Figure 1. Routing congestion map.
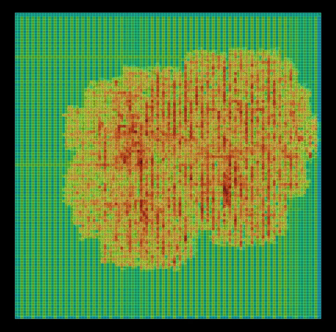
Figure 2. Where the registers sit.
Other sequential cells in the stronger grey, the rest of the logic in the fainter grey.
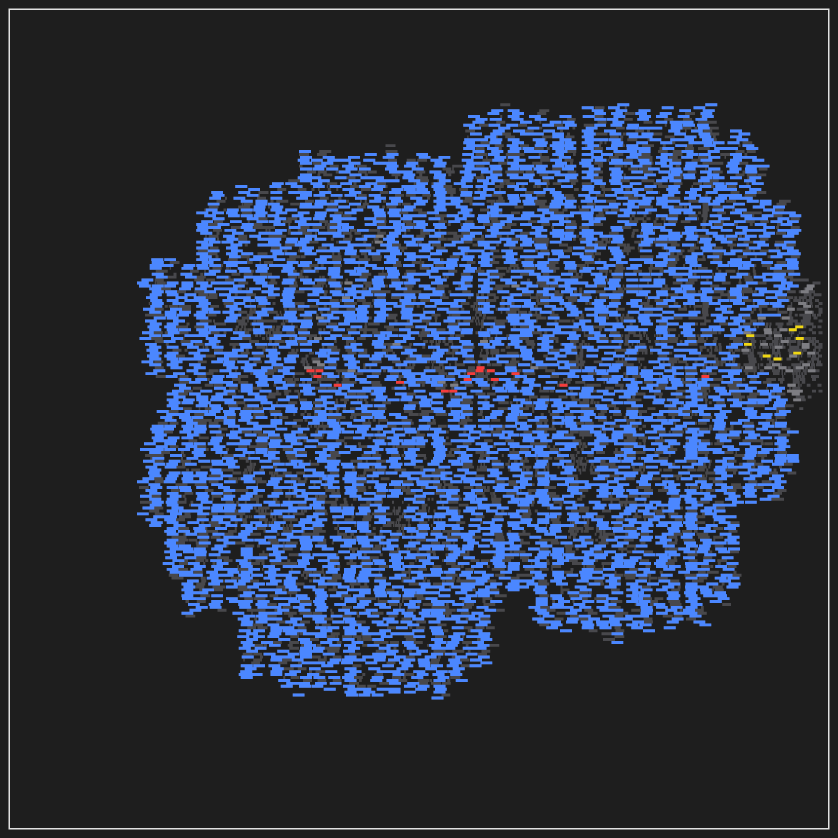
==> src/rtl/lc3_dmem_pkg.sv <==
// Shared types and constants for the LC3 data-memory responder.
package lc3_dmem_pkg;

  localparam int unsigned DMEM_DEPTH = 256;
  localparam int unsigned IDX_W      = $clog2(DMEM_DEPTH);
  localparam int unsigned WCNT_W     = 4;

  typedef enum logic [1:0] {
    CLEAR = 2'd0,
    IDLE  = 2'd1,
    WAIT  = 2'd2,
    RESP  = 2'd3
  } state_e;

endpackage

==> src/rtl/lc3_dmem_array.sv <==
// Single-port synchronous RAM with registered read and no reset.
module lc3_dmem_array #(
  parameter int unsigned DATA_W = 16,
  parameter int unsigned DEPTH  = 256,
  parameter int unsigned IW     = 8
) (
  input  logic              clock,
  input  logic              we,
  input  logic [IW-1:0]     idx,
  input  logic [DATA_W-1:0] wdata,
  output logic [DATA_W-1:0] rdata
);

  logic [DATA_W-1:0] mem [DEPTH];

  always_ff @(posedge clock) begin
    if (we) begin
      mem[idx] <= wdata;
    end
    rdata <= mem[idx];
  end

endmodule

==> src/rtl/lc3_dmem_responder.sv <==
// LC3 data-memory responder: self-clearing word array with configurable
// wait states, one-cycle ack and alias flag for out-of-range address bits.
module lc3_dmem_responder
  import lc3_dmem_pkg::*;
#(
  parameter int unsigned ADDR_W      = 16,
  parameter int unsigned DATA_W      = 16,
  parameter int unsigned DEPTH       = DMEM_DEPTH,
  parameter int unsigned WAIT_STATES = 1
) (
  input  logic              clock,
  input  logic              reset,
  input  logic              dmem_en,
  input  logic              dmem_rd,
  input  logic [ADDR_W-1:0] dmem_addr,
  input  logic [DATA_W-1:0] dmem_din,
  output logic [DATA_W-1:0] dmem_dout,
  output logic              dmem_ack,
  output logic              dmem_busy,
  output logic              dmem_alias
);

  localparam int unsigned IW = $clog2(DEPTH);

  state_e              state_q, state_d;
  logic [IW-1:0]       clr_q, clr_d;
  logic [WCNT_W-1:0]   wcnt_q, wcnt_d;
  logic                cap_rd_q, cap_rd_d;
  logic [IW-1:0]       cap_addr_q, cap_addr_d;
  logic [DATA_W-1:0]   cap_din_q, cap_din_d;
  logic                cap_alias_q, cap_alias_d;
  logic [DATA_W-1:0]   dout_q, dout_d;
  logic                ack_q, ack_d;
  logic                alias_q, alias_d;
  logic                busy_q, busy_d;

  logic                arr_we_c;
  logic [IW-1:0]       arr_idx_c;
  logic [DATA_W-1:0]   arr_wdata_c;
  logic [DATA_W-1:0]   arr_rdata;
  logic                alias_c;

  assign alias_c = |(dmem_addr >> IW);

  lc3_dmem_array #(
    .DATA_W (DATA_W),
    .DEPTH  (DEPTH),
    .IW     (IW)
  ) u_array (
    .clock (clock),
    .we    (arr_we_c & ~reset),
    .idx   (arr_idx_c),
    .wdata (arr_wdata_c),
    .rdata (arr_rdata)
  );

  // Next-state, capture and RAM port steering; the RAM is addressed one
  // cycle ahead so its registered read lands at the edge entering RESP.
  always_comb begin
    state_d     = state_q;
    clr_d       = clr_q;
    wcnt_d      = wcnt_q;
    cap_rd_d    = cap_rd_q;
    cap_addr_d  = cap_addr_q;
    cap_din_d   = cap_din_q;
    cap_alias_d = cap_alias_q;
    dout_d      = dout_q;
    arr_we_c    = 1'b0;
    arr_idx_c   = cap_addr_q;
    arr_wdata_c = cap_din_q;

    case (state_q)
      CLEAR: begin
        arr_we_c    = 1'b1;
        arr_idx_c   = clr_q;
        arr_wdata_c = '0;
        if (clr_q == IW'(DEPTH - 1)) begin
          state_d = IDLE;
        end else begin
          clr_d = clr_q + 1'b1;
        end
      end
      IDLE: begin
        arr_idx_c   = dmem_addr[IW-1:0];
        arr_wdata_c = dmem_din;
        if (dmem_en) begin
          cap_rd_d    = dmem_rd;
          cap_addr_d  = dmem_addr[IW-1:0];
          cap_din_d   = dmem_din;
          cap_alias_d = alias_c;
          if (WAIT_STATES > 0) begin
            state_d = WAIT;
            wcnt_d  = WCNT_W'(WAIT_STATES - 1);
          end else begin
            state_d  = RESP;
            arr_we_c = ~dmem_rd;
          end
        end
      end
      WAIT: begin
        if (wcnt_q == '0) begin
          state_d  = RESP;
          arr_we_c = ~cap_rd_q;
        end else begin
          wcnt_d = wcnt_q - 1'b1;
        end
      end
      RESP: begin
        state_d = IDLE;
        if (cap_rd_q) begin
          dout_d = arr_rdata;
        end
      end
      default: state_d = CLEAR;
    endcase

    ack_d   = (state_d == RESP);
    alias_d = (state_d == RESP) & cap_alias_d;
    busy_d  = (state_d != IDLE);
  end

  always_ff @(posedge clock) begin
    if (reset) begin
      state_q     <= CLEAR;
      clr_q       <= '0;
      wcnt_q      <= '0;
      cap_rd_q    <= 1'b0;
      cap_addr_q  <= '0;
      cap_din_q   <= '0;
      cap_alias_q <= 1'b0;
      dout_q      <= '0;
      ack_q       <= 1'b0;
      alias_q     <= 1'b0;
      busy_q      <= 1'b1;
    end else begin
      state_q     <= state_d;
      clr_q       <= clr_d;
      wcnt_q      <= wcnt_d;
      cap_rd_q    <= cap_rd_d;
      cap_addr_q  <= cap_addr_d;
      cap_din_q   <= cap_din_d;
      cap_alias_q <= cap_alias_d;
      dout_q      <= dout_d;
      ack_q       <= ack_d;
      alias_q     <= alias_d;
      busy_q      <= busy_d;
    end
  end

  // During a read RESP the RAM output register already holds the word;
  // dout_q takes it over at RESP exit and holds until the next read.
  assign dmem_dout  = (state_q == RESP && cap_rd_q) ? arr_rdata : dout_q;
  assign dmem_ack   = ack_q;
  assign dmem_alias = alias_q;
  assign dmem_busy  = busy_q;

endmodule

==> config.mk <==
export PLATFORM = sky130hd
export DESIGN_NAME = lc3_dmem_responder
export DESIGN_NICKNAME = d
export VERILOG_FILES = /design/src/rtl/lc3_dmem_pkg.sv /design/src/rtl/lc3_dmem_array.sv /design/src/rtl/lc3_dmem_responder.sv
export SDC_FILE = /design/constraint.sdc
export NUM_CORES = 2
export LEC_CHECK = 0
export ABC_CLOCK_PERIOD_IN_PS = 18800
export CORE_MARGIN = 5
export CORE_UTILIZATION = 28
export CTS_BUF_LIST = sky130_fd_sc_hd__clkbuf_16
export DETAILED_ROUTE_END_ITERATION = 10
export SETUP_SLACK_MARGIN = 0.4
export SYNTH_ARGS = -nofsm -noshare
export SYNTH_HDL_FRONTEND = slang
export SYNTH_HIERARCHICAL = 1
export SYNTH_SLANG_ARGS = --single-unit
==> constraint.sdc <==
create_clock -name clock -period 18.8 [get_ports clock]
set_clock_uncertainty 0.05 [all_clocks]
set_input_delay 3.76 -clock clock [delete_from_list [all_inputs] [get_ports clock]]
set_output_delay 3.76 -clock clock [all_outputs]
set_load 0.005 [all_outputs]
==> flow_summary.yaml <==
# generated from flow reports
drt:
  highest_layer: "met4"
  drc_errors: 0
  firstDrtPassIters: 5
  vias: 77800
run_status:
  status: "complete, but fails checks"
  violations: "max-capacitance violations, max-slew violations"
power_and_ir_drop:
  clkPwrFrac: 0.421
  powerComb_mw: 0.910
  cellPowerDensity_mw_per_mm2: 104
  power-top-group: "sequential cells"
  peakVddDrop_mv: 0.0831
  clk-power_mw: 7.99
  switchingPower_mw: 3.97
logic_synthesis:
  ys_types: 48
  async_reset_ff_frac: 0
  ys_area_sq_mm: 0.158
  synth_area_per_cell_sq_um: 22.4
  ys.warnings.count: 6
setup_path:
  cp_slowest_cell: "o41ai_1"
  reg2reg_depth: 14
  crit_required_ns: 19.51
  crit_arrival_ns: 10.33
layout:
  layout-drive-gt1-share: 0.275
  area_delta_synth_final_pct: 16.0
job:
  maxCapViolCount: 1
place:
  gp_congestion: 0.795
  pre_cts_ws_ns: 7.81
  placed_area_sq_mm: 0.170
  dp.cells: 14600
sta:
  period_minus_slack_ns: 9.61
  maxSlewViolCount: 1
  hold_violations: 0
clocking:
  cts_buffers: 410
  clock-root-buffer: "clkbuf_16"
  hold_buffers: 0
grt:
  grt_pass1_vias: 77800
floorplanning:
  fp_util: 0.280
-- Figure 1 (at the start) --
grt met3 use: 0.0318
met2 usage: 0.220
post-layout util: 0.325
M1 GR Usage: 0.194
most used routing layer in global routing: met2

-- Figure 2 (at the start) --
dout_q -> red  # placed flops 16, where centre
cap_addr_q -> yellow  # placed flops 8, where middle right
u_array/mem -> blue  # placed flops 4096
not coloured = 51
seq pwr: 10.1 mW
Reg area: 0.125 sq mm

state kept, by name, summed over array words and instances, names as in the netlist, 2 cells and up:
| name | count |
|---|---|
| cap_din_q | 16 |
| dout_q | 16 |
| clr_q | 8 |
| state_q | 2 |
| u_array/mem | 4096 |
| wcnt_q | 4 |
| u_array/rdata | 16 |
| cap_addr_q | 8 |
layout by cell type, fill, tap and decap left out, drive strengths merged, types with 24 or more instances in the layout:
| cell type | n |
|---|---|
| clkinv | 189 |
| a22oi | 512 |
| edfxtp | 4096 |
| dfxtp | 75 |
| clkdlybuf4s50 | 53 |
| inv | 95 |
| buf | 427 |
| nor3 | 35 |
| nand2 | 122 |
| bufinv | 37 |
| nor2 | 239 |
| clkbuf | 418 |
| nor2b | 24 |
| o41ai | 64 |
| mux4 | 1024 |
| o21ai | 26 |
| a21oi | 288 |
cell type report:
class | count | area (sq um) | share of cell area
inverter | 5 | 21.3 | 0.000116
tap | 7506 | 9390 | 0.0512
clock inverter | 335 | 2640 | 0.0144
sequential | 4171 | 125000 | 0.679
clock buffer | 418 | 10500 | 0.0571
multi-input combinational | 2439 | 32300 | 0.176
timing repair buffer | 480 | 3980 | 0.0217
antenna | 13 | 32.5 | 0.000177
final timing paths:
check | slack, ns | to | from
min | 0.41 | cap_addr_q[4] | cap_addr_q[4]
min reg2reg | 0.41 | cap_addr_q[4] | cap_addr_q[4]
max | 9.19 | u_array/rdata[1] | dmem_addr[0]
max reg2reg | 11.28 | u_array/rdata[1] | state_q[1]
kinds of logic after synthesis:
logic type      Yosys count  synth area share
mux                    1051             0.148
simple gates            484            0.0132
buf+inv                 447            0.0129
flops                  4171             0.788
fa+ha+maj                 2          0.000158
xor+xnor                  3          0.000166
compound gates          899            0.0383
Power and IR drop assume default switching activity.
